### Routed metal per tile

33 x 33 tiles, from dark purple (low) to yellow (high), scaled to the fullest tile. Values are wire area over tile area, all layers added.
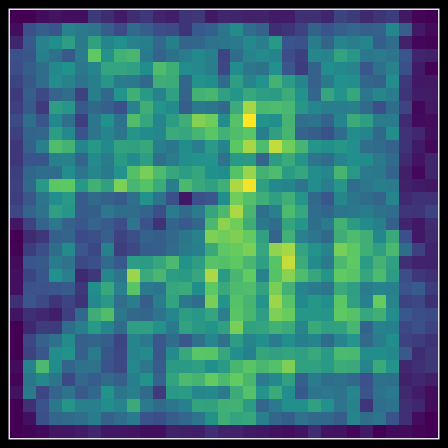
### Clock nets

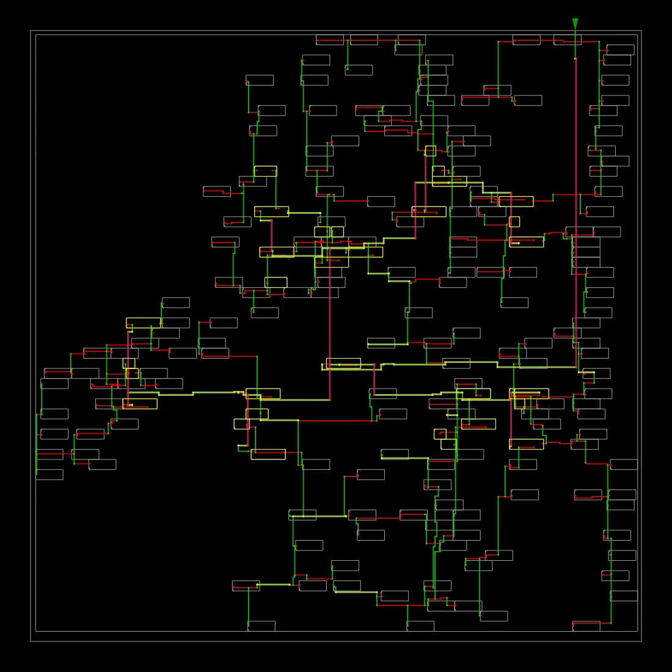
### Placement density heat map

Bar = 50 um. 16 x 16 tiles, from dark purple (low) to yellow (high), 0 to 100% covered.
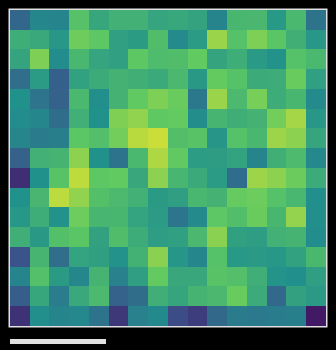
### Metal layers overlaid

Only two layers are drawn.
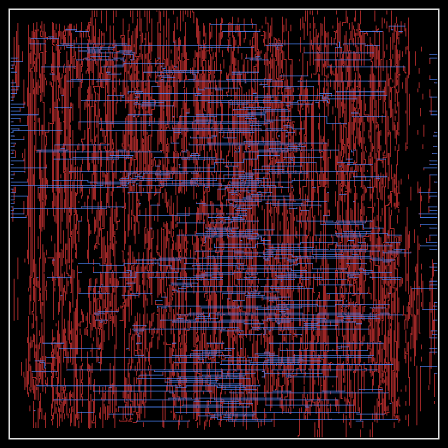
### Sequential cells coloured by netlist name

Bar = 50 um. Other sequential cells in the stronger grey, the rest of the logic in the fainter grey.
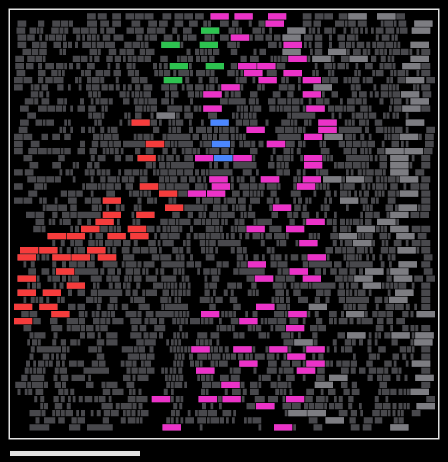
## src/rtl/mult_div_pkg.sv

```systemverilog
// mult_div_pkg: shared types and constants for the multicycle multiply/divide unit.
//   state_t      FSM states (IDLE, MULT, DIV, FIX, DONE)
//   OP_MULT/DIV  encodings of the 'op' input
//   ITER, CNT_W  iteration count and counter width
//   booth_acc_t  {A, Q, Q-1} accumulator; A is 33 bits so A +/- M keeps its sign
//   abs32        32-bit magnitude; |0x80000000| wraps to 0x80000000 as unsigned
package mult_div_pkg;
  localparam int ITER  = 32;
  localparam int CNT_W = 6;

  localparam logic OP_MULT = 1'b0;
  localparam logic OP_DIV  = 1'b1;

  typedef enum logic [2:0] {IDLE, MULT, DIV, FIX, DONE} state_t;

  typedef struct packed {
    logic [32:0] a;
    logic [31:0] q;
    logic        qm1;
  } booth_acc_t;

  function automatic logic [31:0] abs32(input logic [31:0] x);
    return x[31] ? (~x + 32'd1) : x;
  endfunction
endpackage

```

## src/rtl/booth_step.sv

```systemverilog
// booth_step: one radix-2 Booth iteration (combinational).
//   acc      current {A, Q, Q-1}
//   m        multiplicand M
//   add_b    operand B handed to the shared adder (M sign-extended to 33 bits)
//   add_sub  1 = shared adder subtracts (pair 10), 0 = adds
//   sum      result from the shared adder, A +/- M
//   acc_nxt  next {A, Q, Q-1} after the optional add/sub and arithmetic shift
// The adder lives in the parent so MULT and DIV share one 33-bit unit.
module booth_step
  import mult_div_pkg::*;
(
  input  booth_acc_t  acc,
  input  logic [31:0] m,
  input  logic [32:0] sum,
  output logic [32:0] add_b,
  output logic        add_sub,
  output booth_acc_t  acc_nxt
);
  logic [32:0] a_upd;

  always_comb begin
    add_b   = {m[31], m};
    add_sub = acc.q[0] & ~acc.qm1;
    // 00 / 11: no add, just shift
    a_upd   = (acc.q[0] ^ acc.qm1) ? sum : acc.a;
    acc_nxt.a   = {a_upd[32], a_upd[32:1]};
    acc_nxt.q   = {a_upd[0], acc.q[31:1]};
    acc_nxt.qm1 = acc.q[0];
  end
endmodule

```

## src/rtl/mult_div_unit.sv

```systemverilog
// mult_div_unit: multicycle signed MULT/DIV sequencer owning HI/LO.
//   clock, reset  rising-edge clock, synchronous active-high reset
//   start, op     one-cycle request (op 0 = MULT, 1 = DIV), sampled in IDLE
//   a_in, b_in    operands, only needed in the accept cycle
//   busy          high from the cycle after accept through the done cycle
//   done          one-cycle completion pulse
//   div_zero      pulses with done when a DIV had a zero divisor
//   hi_out        upper product word / remainder
//   lo_out        lower product word / quotient
// MULT: 32 Booth steps then DONE (latency 33). DIV: 32 restoring steps on
// magnitudes, then FIX applies signs (latency 34).
module mult_div_unit
  import mult_div_pkg::*;
#(
  parameter int ITER = 32
) (
  input  logic        clock,
  input  logic        reset,
  input  logic        start,
  input  logic        op,
  input  logic [31:0] a_in,
  input  logic [31:0] b_in,
  output logic        busy,
  output logic        done,
  output logic        div_zero,
  output logic [31:0] hi_out,
  output logic [31:0] lo_out
);
  localparam logic [CNT_W-1:0] LAST = CNT_W'(ITER - 1);

  state_t           state, state_nxt;
  logic [CNT_W-1:0] cnt;
  booth_acc_t       acc;      // MULT: {A, Q, Q-1}; DIV: a = R, q = Q
  logic [31:0]      m_reg;    // multiplicand, or divisor magnitude
  logic             dvd_neg, dvs_neg, dz_flag;
  logic [31:0]      hi, lo;

  // shared 33-bit adder/subtractor
  logic [32:0] add_a, add_b, sum;
  logic        add_sub;
  logic [32:0] bs_add_b;
  logic        bs_sub;
  booth_acc_t  bs_nxt;
  logic [32:0] r_sh;

  booth_step u_booth (
    .acc     (acc),
    .m       (m_reg),
    .sum     (sum),
    .add_b   (bs_add_b),
    .add_sub (bs_sub),
    .acc_nxt (bs_nxt)
  );

  // R < divisor <= 2^31, so the shifted R fits in 32 bits and bit 32 of
  // R - |divisor| is a valid sign.
  assign r_sh = {acc.a[31:0], acc.q[31]};

  always_comb begin
    add_a   = acc.a;
    add_b   = bs_add_b;
    add_sub = bs_sub;
    if (state == DIV) begin
      add_a   = r_sh;
      add_b   = {1'b0, m_reg};
      add_sub = 1'b1;
    end
    sum = add_a + (add_b ^ {33{add_sub}}) + {32'd0, add_sub};
  end

  always_comb begin
    state_nxt = state;
    case (state)
      IDLE:
        if (start) begin
          if (op == OP_MULT)     state_nxt = MULT;
          else if (b_in == '0)   state_nxt = DONE;
          else                   state_nxt = DIV;
        end
      MULT:    if (cnt == LAST) state_nxt = DONE;
      DIV:     if (cnt == LAST) state_nxt = FIX;
      FIX:     state_nxt = DONE;
      DONE:    state_nxt = IDLE;
      default: state_nxt = IDLE;
    endcase
  end

  always_ff @(posedge clock) begin
    if (reset) state <= IDLE;
    else       state <= state_nxt;
  end

  always_ff @(posedge clock) begin
    if (reset) begin
      cnt     <= '0;
      acc     <= '0;
      m_reg   <= '0;
      dvd_neg <= 1'b0;
      dvs_neg <= 1'b0;
      dz_flag <= 1'b0;
      hi      <= '0;
      lo      <= '0;
    end else begin
      case (state)
        IDLE:
          if (start) begin
            cnt     <= '0;
            dz_flag <= 1'b0;
            if (op == OP_MULT) begin
              m_reg   <= a_in;
              acc.a   <= '0;
              acc.q   <= b_in;
              acc.qm1 <= 1'b0;
            end else if (b_in == '0) begin
              dz_flag <= 1'b1;
            end else begin
              dvd_neg <= a_in[31];
              dvs_neg <= b_in[31];
              m_reg   <= abs32(b_in);
              acc.a   <= '0;
              acc.q   <= abs32(a_in);
              acc.qm1 <= 1'b0;
            end
          end
        MULT: begin
          acc <= bs_nxt;
          cnt <= cnt + 1'b1;
          if (cnt == LAST) begin
            hi <= bs_nxt.a[31:0];
            lo <= bs_nxt.q;
          end
        end
        DIV: begin
          acc.a <= sum[32] ? r_sh : sum;
          acc.q <= {acc.q[30:0], ~sum[32]};
          cnt   <= cnt + 1'b1;
        end
        FIX: begin
          lo <= (dvd_neg ^ dvs_neg) ? -acc.q : acc.q;
          hi <= dvd_neg ? -acc.a[31:0] : acc.a[31:0];
        end
        DONE:    dz_flag <= 1'b0;
        default: ;
      endcase
    end
  end

  assign busy     = (state != IDLE);
  assign done     = (state == DONE);
  assign div_zero = (state == DONE) & dz_flag;
  assign hi_out   = hi;
  assign lo_out   = lo;
endmodule

```

## config.mk

```make
export PLATFORM = sky130hd
export DESIGN_NAME = mult_div_unit
export DESIGN_NICKNAME = d
export VERILOG_FILES = /design/src/rtl/mult_div_pkg.sv /design/src/rtl/booth_step.sv /design/src/rtl/mult_div_unit.sv
export SDC_FILE = /design/constraint.sdc
export NUM_CORES = 1
export LEC_CHECK = 0
export CAP_MARGIN = 10
export CORE_MARGIN = 1
export CORE_UTILIZATION = 53
export CTS_CLUSTER_SIZE = 20
export DETAILED_ROUTE_END_ITERATION = 6
export GPL_TIMING_DRIVEN = 0
export PLACE_DENSITY = 0.75
export SYNTH_ARGS = -nofsm -noshare
export SYNTH_HDL_FRONTEND = slang
export SYNTH_SLANG_ARGS = --single-unit
```

## constraint.sdc

```tcl
create_clock -name clock -period 4.82 [get_ports clock]
set_input_delay 0.964 -clock clock [delete_from_list [all_inputs] [get_ports clock]]
set_output_delay 0.964 -clock clock [all_outputs]
set_load 0.1 [all_outputs]
```

==> results.cfg <==
; physical design summary
[global_route]
grt_pass1_vias = 14100
grt_usage_pct = 40.8
antenna_found_initial = 0
grt.overflow.total = 0
grt-busiest-layer = met2
grt_first_pass_wirelength_um = 83000
gr-usage-met3_pct = 10.0
grt_max_degree = 19
grt_use_met2_pct = 62.0
grt_use_met1_pct = 55.7

[pwr]
total_power_mw = 7.97
intPower_mw = 3.95
p_comb_share_pct = 59.6
p_sw_mw = 4.03
p_sw_share_pct = 50.5
clockPowerShare_pct = 17.5
p_seq_share_pct = 22.8
power_density_nw_per_um2 = 482
ir_drop_uv = 239
p_leak_nw = 6.03

[cells_and_area]
final_layout_size_suffix_gt1_share_pct = 6.68
design_area_um2 = 16500
diodes = 0
largest_register = acc
fillers = 2392
nets = 2189
area_growth_pct = 18.5
largest_reg_flops = 66

[logic_synthesis]
ff_type = dfxtp_1
synth.avg_cell_area_um2 = 7.23
top_cell_area_share_pct = 24.9
yosysTopAreaCell = dfxtp_1
yosysSeqAreaShare_pct = 24.9
synthMostInstantiatedCell = nor2_1
syn-cell-area_um2 = 14000
synthArstFlopShare_pct = 0
top_cells_by_count = 276 x nor2_1, 243 x nand2_1, 174 x dfxtp_1
postSynthCellCount = 1931
syn-num-nets = 2037
edf_count = 0
synthTopCellsByArea = dfxtp_1 25%, nor2_1 7.4%, nand2_1 6.5%, xnor2_1 6.0%, xor2_1 5.5%
yosys_cells = 1931
ys_ff = 174
ys_warn_count = 0
synthDistinctLibCells = 81
ys_chip_area_um2 = 14000

[routing]
final_antenna_net_count = 0
drt-total-wl_um = 55900
drt_pass1_iterations = 6
drt_iter0_markers = 2263
wl_per_cell_um = 23.0
vias_per_cell = 6.49
drc_errors = 0
vias = 15800

[final_timing]
rsz0062_at_grt = yes
final_hold_viol_count = 0
final_max_slew_viol_count = 0
fin_hold_ws_ps = 475
finalSetupViolations = 0
fmax_mhz = 211
timing.final.ws_setup_ps = 87.4
relSlewSlack_pct = 30.8
final.period_utilization_pct = 98.2
tightestPinTransition_ps = 1040
finalCriticalPeriod_ps = 4730

[clock_network]
root_buffer = clkbuf_16
postCtsHoldBufs = 0
clk_pin_slew_worst_paths_ps = 70
cts_tree = built
clock_sinks = 174
htreeDepth = 4
clockBufferDepth = 2
cts_buffers = 17

[worst_setup_path]
cp_max_fo = 10
criticalPathCategory = reg2reg
rrSetupSlack_ps = 90
worstSetupStartpointType = flop
cp-end-kind = flop
rr_worst_depth = 17
r2r-end = acc[51]
reg2reg_from = state[1]
critPathArrivalTime_ps = 5050
required_ps = 5140

[placement]
place_hpwl_um = 43500
dp_slack_ps = -1590
io_buffers = 132
postPlaceCellArea_um2 = 15700
gp_congestion = 1.01

[die]
rows = 59
dieArea_um2 = 27000
die-width_um = 164
ios = 135
initial_core_util_pct = 53.7
coreArea_um2 = 26000
fp.dieH_um = 164

[run]
warning_count = 27
maxCapViolations = 0

[min_path]
hold_depth = 1
hold-path-endpoint = cnt[5]
worstHoldPathType = reg2reg
hp-start = cnt[5]

[outcome]
status = finished, final reports clean
Back to the opening pictures, 'Routed metal per tile':
nearly empty tiles: 2.0%
tiles over half the peak: 31%
fullest tile: 0.89
mean over tiles: 0.36
densest ninth of the die: centre

Back to the opening pictures, 'Clock nets':
Clock Buffer Count: 18
seq_cells: 174
clk pwr: 1.40 mW
Final Skew: 16.3 ps
later-pin clock latency in the skew report: 450 ps

Back to the opening pictures, 'Placement density heat map':
fullest tile: 92%
mean over tiles: 60%
tiles over 75% full: 17%

Back to the opening pictures, 'Metal layers overlaid':
legend:
  blue:
    layer: metal 3
    wire_length: 7,010 um
  red:
    layer: metal 2
    wire_length: 24.0 mm

Back to the opening pictures, 'Sequential cells coloured by netlist name':
legend:
  green:
    netlist_name: `cnt`
    flops: 6
    where: north
  magenta:
    netlist_name: `acc`
    flops: 66
    where: a column down the middle
  red:
    netlist_name: `m_reg`
    flops: 32
    where: west
  blue:
    netlist_name: `state`
    flops: 3
not coloured: 67

worst max path at each step:
stage | slack, ps | startpoint | cells after the start | endpoint
2_1_floorplan | 210 | state[2] | 16 | acc[49]
3_3_place_gp | -1620 | state[2] | 17 | acc[51]
3_5_place_dp | -1590 | state[2] | 18 | acc[42]
4_1_cts | 3 | state[0] | 19 | hi_out[28]
5_1_grt | -20 | state[1] | 17 | acc[58]
6_report | 90 | state[1] | 17 | acc[51]
power by group through the flow:
stage          Combinational, mW  Clock [mW]  Sequential (mW)
2_1_floorplan               3.00           0             1.91
3_3_place_gp                4.34           0             1.83
3_5_place_dp                4.38           0             1.84
4_1_cts                     4.50        1.39             1.81
5_1_grt                     5.02        1.44             1.84
6_report                    4.75        1.40             1.82
kinds of logic after synthesis:
group                      share of synthesized area, %
xor gates and xnor gates                           11.5
adders and majority gates                          3.46
buffers and inverters                              6.27
and+or+nand+nor                                    21.7
DFF                                                24.9
AOI/OAI and AO/OA                                  28.4
muxes                                              3.68
layout make-up:
type / count / area [um^2] / share of cell area, %
flip-flops and latches: 174 / 3480 / 21.0
well taps: 335 / 419 / 2.53
repair buffers: 140 / 1380 / 8.35
clock buffers: 18 / 429 / 2.59
multi-input cells: 1545 / 9790 / 59.2
plain buffers: 170 / 766 / 4.63
inverters: 35 / 131 / 0.794
clock inverters: 14 / 149 / 0.900
critical path, cell delays in order, from the launching register on:
cell      delay [ps]
dfxtp_1          320
clkbuf_4         230
nor3b_4          320
buf_4            280
clkbuf_2         250
o21ai_0          190
fa_1             520
a211oi_2         270
o211ai_1         200
a211oi_2         260
buf_4            170
o311ai_4         140
a31oi_4          250
xnor2_2          180
clkbuf_8         240
mux2_2           340
a222oi_1         360
nor2_1            70
layer usage:
layer | vias up | wire length, um | part of all wire [%]
li1 | 7264 | - | -
met1 | 7315 | 23100 | 41
met2 | 1054 | 24000 | 43
met3 | 148 | 7010 | 13
met4 | 0 | 1750 | 3.1
met5 | - | 0 | 0
cells in the final DEF (no fill, tap or decap), types with 9 or more instances in the layout:
cell type,count
xor2_1,88
a211oi_1,68
mux2i_1,30
a222oi_1,32
o31ai_1,28
o22ai_1,13
a311oi_1,35
nor2_1,275
clkbuf_16,17
nand2b_1,17
o21ai_1,11
inv_1,32
or4_1,13
buf_4,17
or3_1,21
o21ai_0,105
o41ai_1,20
o21a_1,9
clkbuf_1,124
clkdlybuf4s50_1,132
nand3_1,21
nand2_1,243
buf_2,12
mux2_2,19
a21oi_1,148
a221oi_1,9
a31oi_1,13
o211ai_1,18
dfxtp_1,174
nor3_1,33
xnor2_1,94
ha_1,35
through the flow:
stage               util (%)  instances  setup TNS [ps]
floorplan                  -       1931               0
global placement        60.5       2398          -52790
detailed placement      60.5       2398          -52860
CTS                     63.4       2434               0
global route            63.7       2431            -111
finish                  63.7       2431               0
timing repair:
item / 4_1_cts / 5_1_grt
pin swaps: 5 / 7
gates resized: 44 / 21
buffers inserted: 5 / 3
endpoints found under the setup margin: 53 / 44
No activity file was given, so power comes from the tool's default toggle rates.
